### M4 wires, run 1

Scale bar: 20 µm.
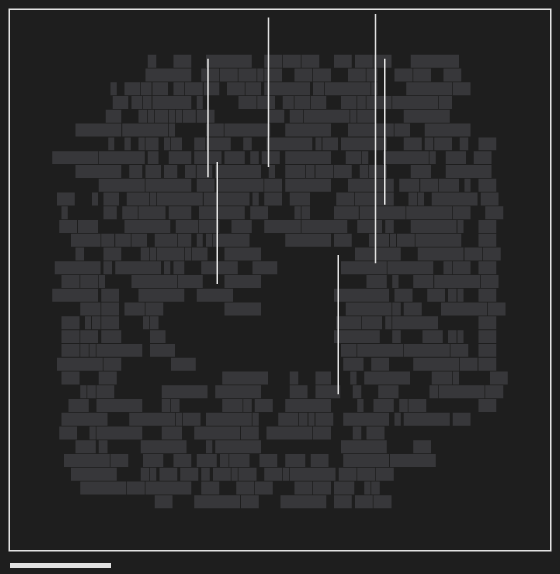
### The metal 2 layer, run 1

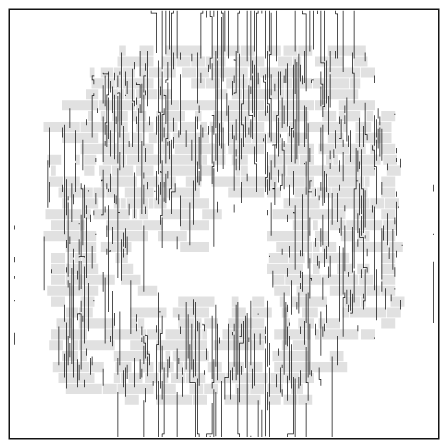
### Cell sizes after repair, run 1

Scale bar: 20 µm.
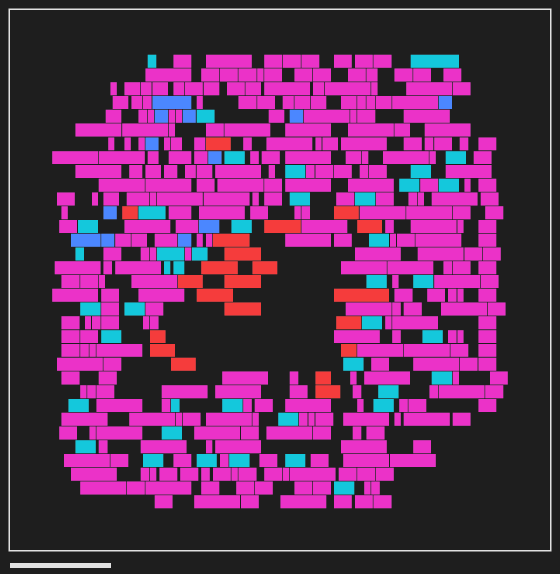
`config.mk`:
```
export PLATFORM = sky130hd
export DESIGN_NAME = fifo_rd_stream
export DESIGN_NICKNAME = d
export VERILOG_FILES = /design/src/rtl/fifo_rd_stream.sv
export SDC_FILE = /design/constraint.sdc
export NUM_CORES = 1
export LEC_CHECK = 0
export ABC_CLOCK_PERIOD_IN_PS = 2000
export CAP_MARGIN = 20
export CORE_MARGIN = 8
export CORE_UTILIZATION = 45
export CTS_BUF_LIST = sky130_fd_sc_hd__clkbuf_8 sky130_fd_sc_hd__clkbuf_16
export CTS_CLUSTER_DIAMETER = 80
export DETAILED_ROUTE_END_ITERATION = 7
export HOLD_SLACK_MARGIN = 0.08
export PLACE_DENSITY = 0.84
export SYNTH_ARGS = -nofsm -noshare
export SYNTH_HDL_FRONTEND = slang
export SYNTH_SLANG_ARGS = --single-unit
export TNS_END_PERCENT = 30
```
`constraint.sdc`:
```
create_clock -name rclk -period 2 [get_ports rclk]
set_clock_uncertainty 0.15 [all_clocks]
set_input_delay 0.4 -clock rclk [delete_from_list [all_inputs] [get_ports rclk]]
set_output_delay 0.4 -clock rclk [all_outputs]
set_load 0.005 [all_outputs]
```
`src/rtl/fifo_rd_stream.sv`:
```
// fifo_rd_stream
//   Read-side drain stage for a first-word-fall-through async FIFO. It runs
//   in the FIFO read-clock domain. Words are popped from the FIFO and
//   presented on a registered valid/ready stream through a 2-entry buffer
//   (head + skid). Every BURST_LEN-th delivered word is tagged with m_last,
//   and a free-running counter tracks how many words the sink has accepted.
//
// Parameters
//   DSIZE     data width (matches the FIFO)
//   BURST_LEN words per burst, 1..256
//   CW        width of the delivered-word counter
//
// Ports
//   rclk      in   read clock
//   rrst_n    in   asynchronous active-low reset
//   en        in   drain enable; gates new pops only
//   rinc      out  FIFO pop strobe
//   rdata     in   FIFO head word (valid while rempty=0)
//   rempty    in   FIFO empty flag
//   arempty   in   FIFO almost-empty flag (feeds low_water only)
//   m_valid   out  stream word valid
//   m_ready   in   sink accepts the word
//   m_data    out  stream word
//   m_last    out  last word of a burst
//   low_water out  registered copy of arempty
//   words_out out  count of accepted stream words, wraps modulo 2^CW
module fifo_rd_stream #(
  parameter int DSIZE     = 32,
  parameter int BURST_LEN = 4,
  parameter int CW        = 16
) (
  input  logic             rclk,
  input  logic             rrst_n,
  input  logic             en,
  output logic             rinc,
  input  logic [DSIZE-1:0] rdata,
  input  logic             rempty,
  input  logic             arempty,
  output logic             m_valid,
  input  logic             m_ready,
  output logic [DSIZE-1:0] m_data,
  output logic             m_last,
  output logic             low_water,
  output logic [CW-1:0]    words_out
);

  // A 1-bit beat counter is kept even for BURST_LEN=1; it simply stays 0.
  localparam int            BW       = (BURST_LEN > 1) ? $clog2(BURST_LEN) : 1;
  localparam logic [BW-1:0] BEAT_MAX = BW'(BURST_LEN - 1);

  logic             run_reg;
  logic [1:0]       occ_reg,   occ_next;
  logic [DSIZE-1:0] head_reg,  head_next;
  logic [DSIZE-1:0] skid_reg,  skid_next;
  logic [BW-1:0]    beat_reg,  beat_next;
  logic [CW-1:0]    words_reg, words_next;
  logic             low_water_reg;

  logic accept;
  logic push;

  // Pop only from registered state and FIFO flags: the sink's m_ready never
  // reaches rinc combinationally, which is why a 2-entry buffer is needed to
  // keep full throughput under backpressure.
  assign push   = run_reg & en & ~rempty & (occ_reg != 2'd2);
  assign accept = (occ_reg != 2'd0) & m_ready;

  assign rinc      = push;
  assign m_valid   = (occ_reg != 2'd0);
  assign m_data    = head_reg;
  assign m_last    = (occ_reg != 2'd0) & (beat_reg == BEAT_MAX);
  assign low_water = low_water_reg;
  assign words_out = words_reg;

  always_comb begin
    occ_next   = occ_reg;
    head_next  = head_reg;
    skid_next  = skid_reg;
    beat_next  = beat_reg;
    words_next = words_reg;

    case ({push, accept})
      2'b10:   occ_next = occ_reg + 2'd1;
      2'b01:   occ_next = occ_reg - 2'd1;
      default: occ_next = occ_reg;
    endcase

    // Draining a full buffer promotes the skid word to the head.
    if (accept && (occ_reg == 2'd2)) begin
      head_next = skid_reg;
    end

    // The incoming word lands in the head when the head is free after this
    // edge (buffer empty, or single word leaving now); otherwise it queues
    // behind the head in the skid register. push implies occ<2, so it never
    // collides with the skid promotion above.
    if (push) begin
      if ((occ_reg == 2'd0) || ((occ_reg == 2'd1) && accept)) begin
        head_next = rdata;
      end else begin
        skid_next = rdata;
      end
    end

    if (accept) begin
      beat_next  = (beat_reg == BEAT_MAX) ? '0 : beat_reg + BW'(1);
      words_next = words_reg + CW'(1);
    end
  end

  always_ff @(posedge rclk or negedge rrst_n) begin
    if (!rrst_n) begin
      run_reg       <= 1'b0;
      occ_reg       <= 2'd0;
      head_reg      <= '0;
      skid_reg      <= '0;
      beat_reg      <= '0;
      words_reg     <= '0;
      low_water_reg <= 1'b1;
    end else begin
      // Holds pops off for the first edge after reset release so the FIFO,
      // reset in the same event, has settled its flags.
      run_reg       <= 1'b1;
      occ_reg       <= occ_next;
      head_reg      <= head_next;
      skid_reg      <= skid_next;
      beat_reg      <= beat_next;
      words_reg     <= words_next;
      low_water_reg <= arempty;
    end
  end

endmodule

```
==> metrics.csv, run 1 <==
metric;value;unit
outcome;complete, no violations;
worst-path-buf-inv;1;
holdBufCountCts;1;
ys_seq_share;58.2;%
worstSetupStartpointType;register;
design.seq.count;86;
power;6.46;mW
comb_area_share;28.9;%
ctsRootBufferMaster;clkbuf_8;
aoi_share;4.90;%
routed_wl;8040;µm
rsz0062_at_grt;no;
r2r-start;occ_reg[0];
period_used_share;95.7;%
hold_path.class;in2reg;
timing.final.hold_violations;0;
n_all_inverters;4;
critPathCaptureType;output pin;
yosysCellCount;297;
cts_setup_buffers;0;
worst_slack;0.0865;ns
path_max_fanout;1;
use_met1;16.8;%
hold_path_end;low_water;
fin_crit;1.91;ns
highest_layer;met4;
max_cap_viol_count;0;
grt_max_degree;38;
grt_util_all_layers;14.9;%
sw_frac_of_total;30.4;%
regArea;2150;µm²
seq-cell-share;42.7;%
clk_latency;0.34;ns
mux_area_share;18.4;%
synth-adder-area-share;2.37;%
h-tree-depth;3;
cp_slowest_cell;dfstp_2;
firstDrtPassIters;4;
cts-resized-gates;4;
critPathRequiredTime;1.45;ns
taps;105;
path_depth;1;
cts_tree;built;
ir_drop;0.740;mV
p_seq;2.88;mW
clock_area_share;4.00;%
placed_area;4830;µm²
fillers;660;
use_met3;4.14;%
r2r_cells;7;
synth_warnings;0;
top_area_share;57.5;%
antenna_found_initial;0;
rows;33;
clk_pin_slew_worst_paths;0.10;ns
grt_pass1_vias;2767;
hpwl;6010;µm
whs;0.300;ns
tns;0;ns
arrival;1.36;ns
dp.cells;492;
yosys_area;3700;µm²
warnings;29;
die_area;11400;µm²
nClkBuffers;9;
cts_buffers;9;
grt_pass1_wl;13600;µm
gp_congestion;0.774;
common_cells;dfrtp_1 (85), nand2_1 (47), o21ai_0 (33), mux2_2 (32), mux2i_1 (32);
p_clk_share;19.1;%
io_buffers;89;
power_frac_seq;44.6;%
syn-mean-instance-area;12.5;µm²
netlist_instances;297;
dr_wl_met2;4130;µm
comb_area;1460;µm²
ys_sh_simple;9.50;%
crit_family;flip-flops;
p_clk;1.24;mW
cp_cell_sequence;clkdlybuf4s50_1;
wire_per_inst;15.8;µm
fin_util;62.3;%
fp_nets;342;
Notes on 'M4 wires' above:
- longest straight run: 49.0 µm
- main direction: vertical

Notes on 'The metal 2 layer' above:
- main direction: vertical
- wire length on this layer: 4130 µm

Notes on 'Cell sizes after repair' above:
- _3 and _4 cells: blue (cells 12; most used buf_4)
- _6 and larger: red (cells 21; most used clkbuf_8)
- _2 cells: cyan (cells 42; most used mux2_2)
- _0 and _1 cells: magenta (cells 329)
Final Instance Area: 5040 µm²
Area Growth Syn to Fin: 36.2%

==> inputs of run 2 (changes only) <==
--- a/config.mk
+++ b/config.mk
@@ -12,7 +12,7 @@
 export CTS_BUF_LIST = sky130_fd_sc_hd__clkbuf_8 sky130_fd_sc_hd__clkbuf_16
 export CTS_CLUSTER_DIAMETER = 80
 export DETAILED_ROUTE_END_ITERATION = 7
-export HOLD_SLACK_MARGIN = 0.08
+export HOLD_SLACK_MARGIN = 0.06
 export PLACE_DENSITY = 0.84
 export SYNTH_ARGS = -nofsm -noshare
 export SYNTH_HDL_FRONTEND = slang
### The metal 2 layer, run 2

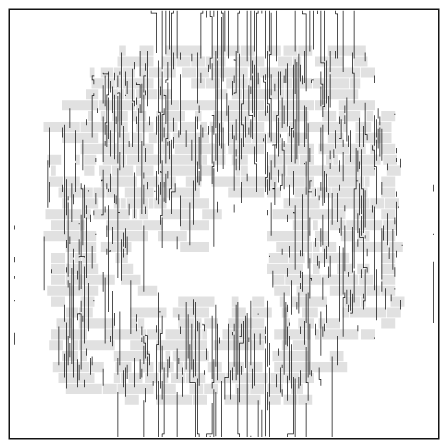
- longest straight run: 37.1 µm
- main direction: vertical
- nets with wire on the layer: 397

### The clock network, run 2

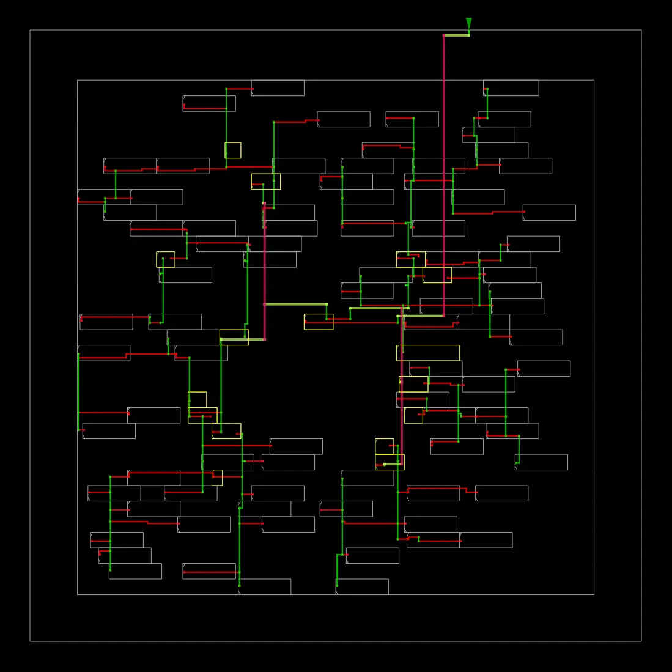
Clk. pwr: 1.24 mW
Num CTS Buffers: 9
Sink Count: 86
registers: 86

==> run 2 against run 1 <==
Net effect: maximum frequency unchanged; critical path depth unchanged; combinational power about the same; sequential cell count is the same; cell area did not move; hold slack stayed put; routed wire length unchanged; largest cell class unchanged; register-to-register slack barely moved; sequential power about the same.
==> metrics.csv, run 2 <==
metric;value;unit
use_met3;4.14;%
fin_util;62.3;%
synth_warnings;0;
firstDrtPassIters;4;
n_all_inverters;4;
comb_area_share;28.9;%
r2r-start;occ_reg[0];
die_area;11400;µm²
holdBufCountCts;1;
rsz0062_at_grt;no;
max_cap_viol_count;0;
fp_nets;342;
power;6.46;mW
worst_slack;0.0865;ns
ys_sh_simple;9.50;%
critPathRequiredTime;1.45;ns
grt_pass1_wl;13600;µm
period_used_share;95.7;%
io_buffers;89;
yosysCellCount;297;
cts-resized-gates;4;
outcome;complete, no violations;
cts_tree;built;
syn-mean-instance-area;12.5;µm²
top_area_share;57.5;%
yosys_area;3700;µm²
p_clk_share;19.1;%
netlist_instances;297;
sw_frac_of_total;30.4;%
cp_slowest_cell;dfstp_2;
grt_util_all_layers;14.9;%
warnings;29;
worstSetupStartpointType;register;
clk_pin_slew_worst_paths;0.10;ns
clock_area_share;4.00;%
mux_area_share;18.4;%
highest_layer;met4;
synth-adder-area-share;2.37;%
dr_wl_met2;4130;µm
cts_setup_buffers;0;
tns;0;ns
hpwl;6010;µm
clk_latency;0.34;ns
regArea;2150;µm²
arrival;1.36;ns
gp_congestion;0.774;
routed_wl;8040;µm
dp.cells;492;
crit_family;flip-flops;
hold_path_end;low_water;
use_met1;16.8;%
worst-path-buf-inv;1;
taps;105;
ir_drop;0.740;mV
cp_cell_sequence;clkdlybuf4s50_1;
placed_area;4830;µm²
grt_max_degree;38;
antenna_found_initial;0;
r2r_cells;7;
seq-cell-share;42.7;%
grt_pass1_vias;2767;
fillers;660;
path_depth;1;
path_max_fanout;1;
power_frac_seq;44.6;%
==> inputs of run 3 (changes only) <==
--- a/config.mk
+++ b/config.mk
@@ -14,6 +14,7 @@
 export DETAILED_ROUTE_END_ITERATION = 7
 export HOLD_SLACK_MARGIN = 0.06
 export PLACE_DENSITY = 0.84
+export REMOVE_ABC_BUFFERS = 1
 export SYNTH_ARGS = -nofsm -noshare
 export SYNTH_HDL_FRONTEND = slang
 export SYNTH_SLANG_ARGS = --single-unit
### The clock network, run 3

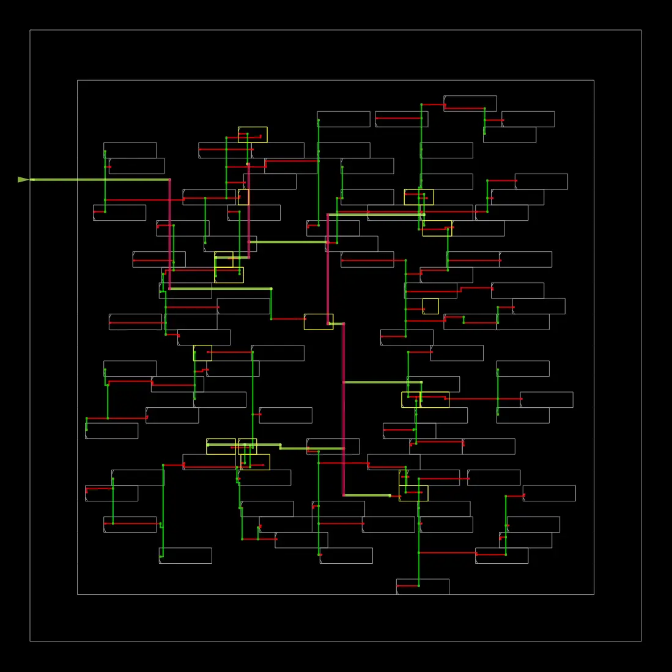
clk_lat worst skew: 0.35 ns
Clk. pwr: 1.07 mW

### Cell sizes after repair, run 3

Scale bar: 20 µm.
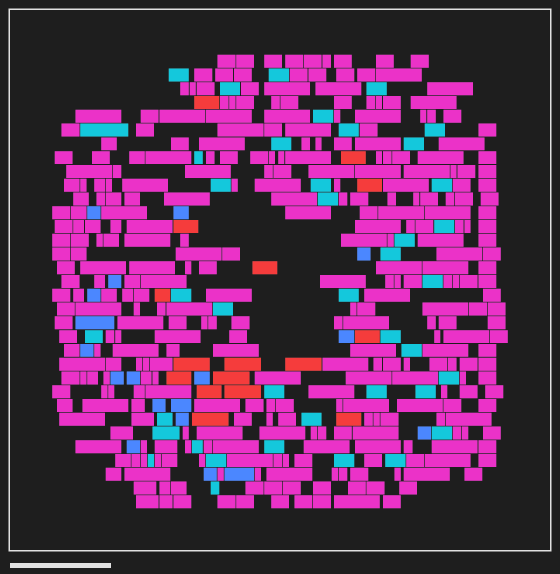
- _2 cells: cyan (cells 40; most used mux2_2)
- _6 and larger: red (cells 16; most used clkbuf_8)
- _0 and _1 cells: magenta (cells 332)
- _3 and _4 cells: blue (cells 18; most used buf_4)
Worst Setup Slack, final: 0.0698 ns
nonclk buf count: 106

==> run 3 against run 2 <==
Net effect: first-iteration DRC count up 120%; non-clock buffer count up 2; synthesized cell count unchanged; critical path depth up 2; hold slack worse by 0.0038 ns; sequential cell count unchanged; power down 2.1%; clock-buffer cell count unchanged; global-route usage down 0.51 points; utilization down 0.28 points; critical path type unchanged.
==> metrics.csv, run 3 <==
metric;value;unit
r2r_cells;6;
hp-start;arempty;
warnings;28;
clk_path_buf_depth;2;
cts_buffers;9;
max_cap_viol_count;0;
critPathLaunch;beat_reg[0];
grt_pass1_wl;13300;µm
taps;105;
grt_pass1_vias;2745;
nNetsFinal;446;
synth-adder-area-share;2.37;%
crit_family;flip-flops;
clk_pin_slew_worst_paths;0.09;ns
clock_area_share;3.49;%
common_cells;dfrtp_1 (85), nand2_1 (47), o21ai_0 (33), mux2_2 (32), mux2i_1 (32);
fin_crit;1.93;ns
clock_sinks;86;
outcome;complete, no violations;
h-tree-depth;3;
gp_congestion;0.712;
p_leak;2.35;nW
synth_cell_types;32;
worstSetupStartpointType;register;
hpwl;5800;µm
wire_per_inst;15.6;µm
cp-endpoint;m_last;
power.group.top;registers;
cp_cell_sequence;ha_1 > nor2b_1 > dlygate4sd2_1;
vias;2536;
switchingPower;1.94;mW
critPathRequiredTime;1.45;ns
hold_path_end;low_water;
p_clk_share;17.0;%
fp-utilization;45.7;%
rsz0062_at_grt;no;
area_leaders;dfrtp_1 (57%), mux2_2 (9.7%), mux2i_1 (8.7%), nand2_1 (4.8%), o21ai_0 (4.5%);
nClkBuffers;9;
design.seq.count;86;
wl_met1;3440;µm
netlist_instances;297;
fillers;657;
buffer_area_share;21.6;%
rrSetupSlack;0.13;ns
cts_tree;built;
firstDrtPassIters;4;
regArea;2150;µm²
pg_comb;2.36;mW
path_depth;3;
top_area_cell;dfrtp_1;
areaGrowthSynthToFinish;35.6;%
cp_slowest_cell;dfrtp_1;
edf_count;0;
comb_area_share;29.0;%
sw_frac_of_total;30.7;%
path_max_fanout;3;
antenna_found_initial;0;
routed_wl;7980;µm
design_area;5020;µm²
grt_util_all_layers;14.4;%
io_pins;90;
powerDensity;1260;nW/µm²
seq-cell-share;42.9;%
viasPerCell;4.96;
synth.most_common_cell;dfrtp_1;
power_frac_seq;45.7;%
p_seq;2.89;mW
ys_seq_share;58.2;%
io_buffers;89;
xor_area_share;4.02;%
rows;33;
worst-path-buf-inv;1;
ff_type;dfrtp_1;
ys_top_logic_family;multiplexers;
comb_area;1460;µm²
ctsRootBufferMaster;clkbuf_8;
dr_wl_met2;3960;µm
dp.cells;494;
clock.fmax;518;MHz
aoi_share;4.90;%
drt_iter0_markers;77;
hold_path.class;in2reg;
logic_gates;194;
highest_layer;met4;
period_used_share;96.5;%
num_antenna_cells;0;
synth_warnings;0;
gr-usage-met2;24.1;%
placed_area;4840;µm²
cts-resized-gates;5;
use_met3;5.04;%
fin_util;62.0;%
p_int;4.38;mW
yosys_area;3700;µm²
core-area;8090;µm²
tns;0;ns
power_frac_comb;37.4;%
yosysCellCount;297;
r2r-start;occ_reg[1];
critPathCaptureType;output pin;
setup_viol;0;
ir_drop;0.736;mV
syn-mean-instance-area;12.5;µm²
use_met1;16.9;%
mux_area_share;18.4;%
die_area;11400;µm²
power;6.33;mW
grt_max_degree;47;
timing.final.hold_violations;0;
whs;0.297;ns
holdBufCountCts;1;
slowest_delay;0.41;ns
drive_gt1_share;18.2;%
ys_sh_simple;9.50;%
arrival;1.38;ns
top_area_share;57.5;%
cts_setup_buffers;0;
ys_ff;86;
n_all_inverters;4;
Power and IR drop assume default switching activity.
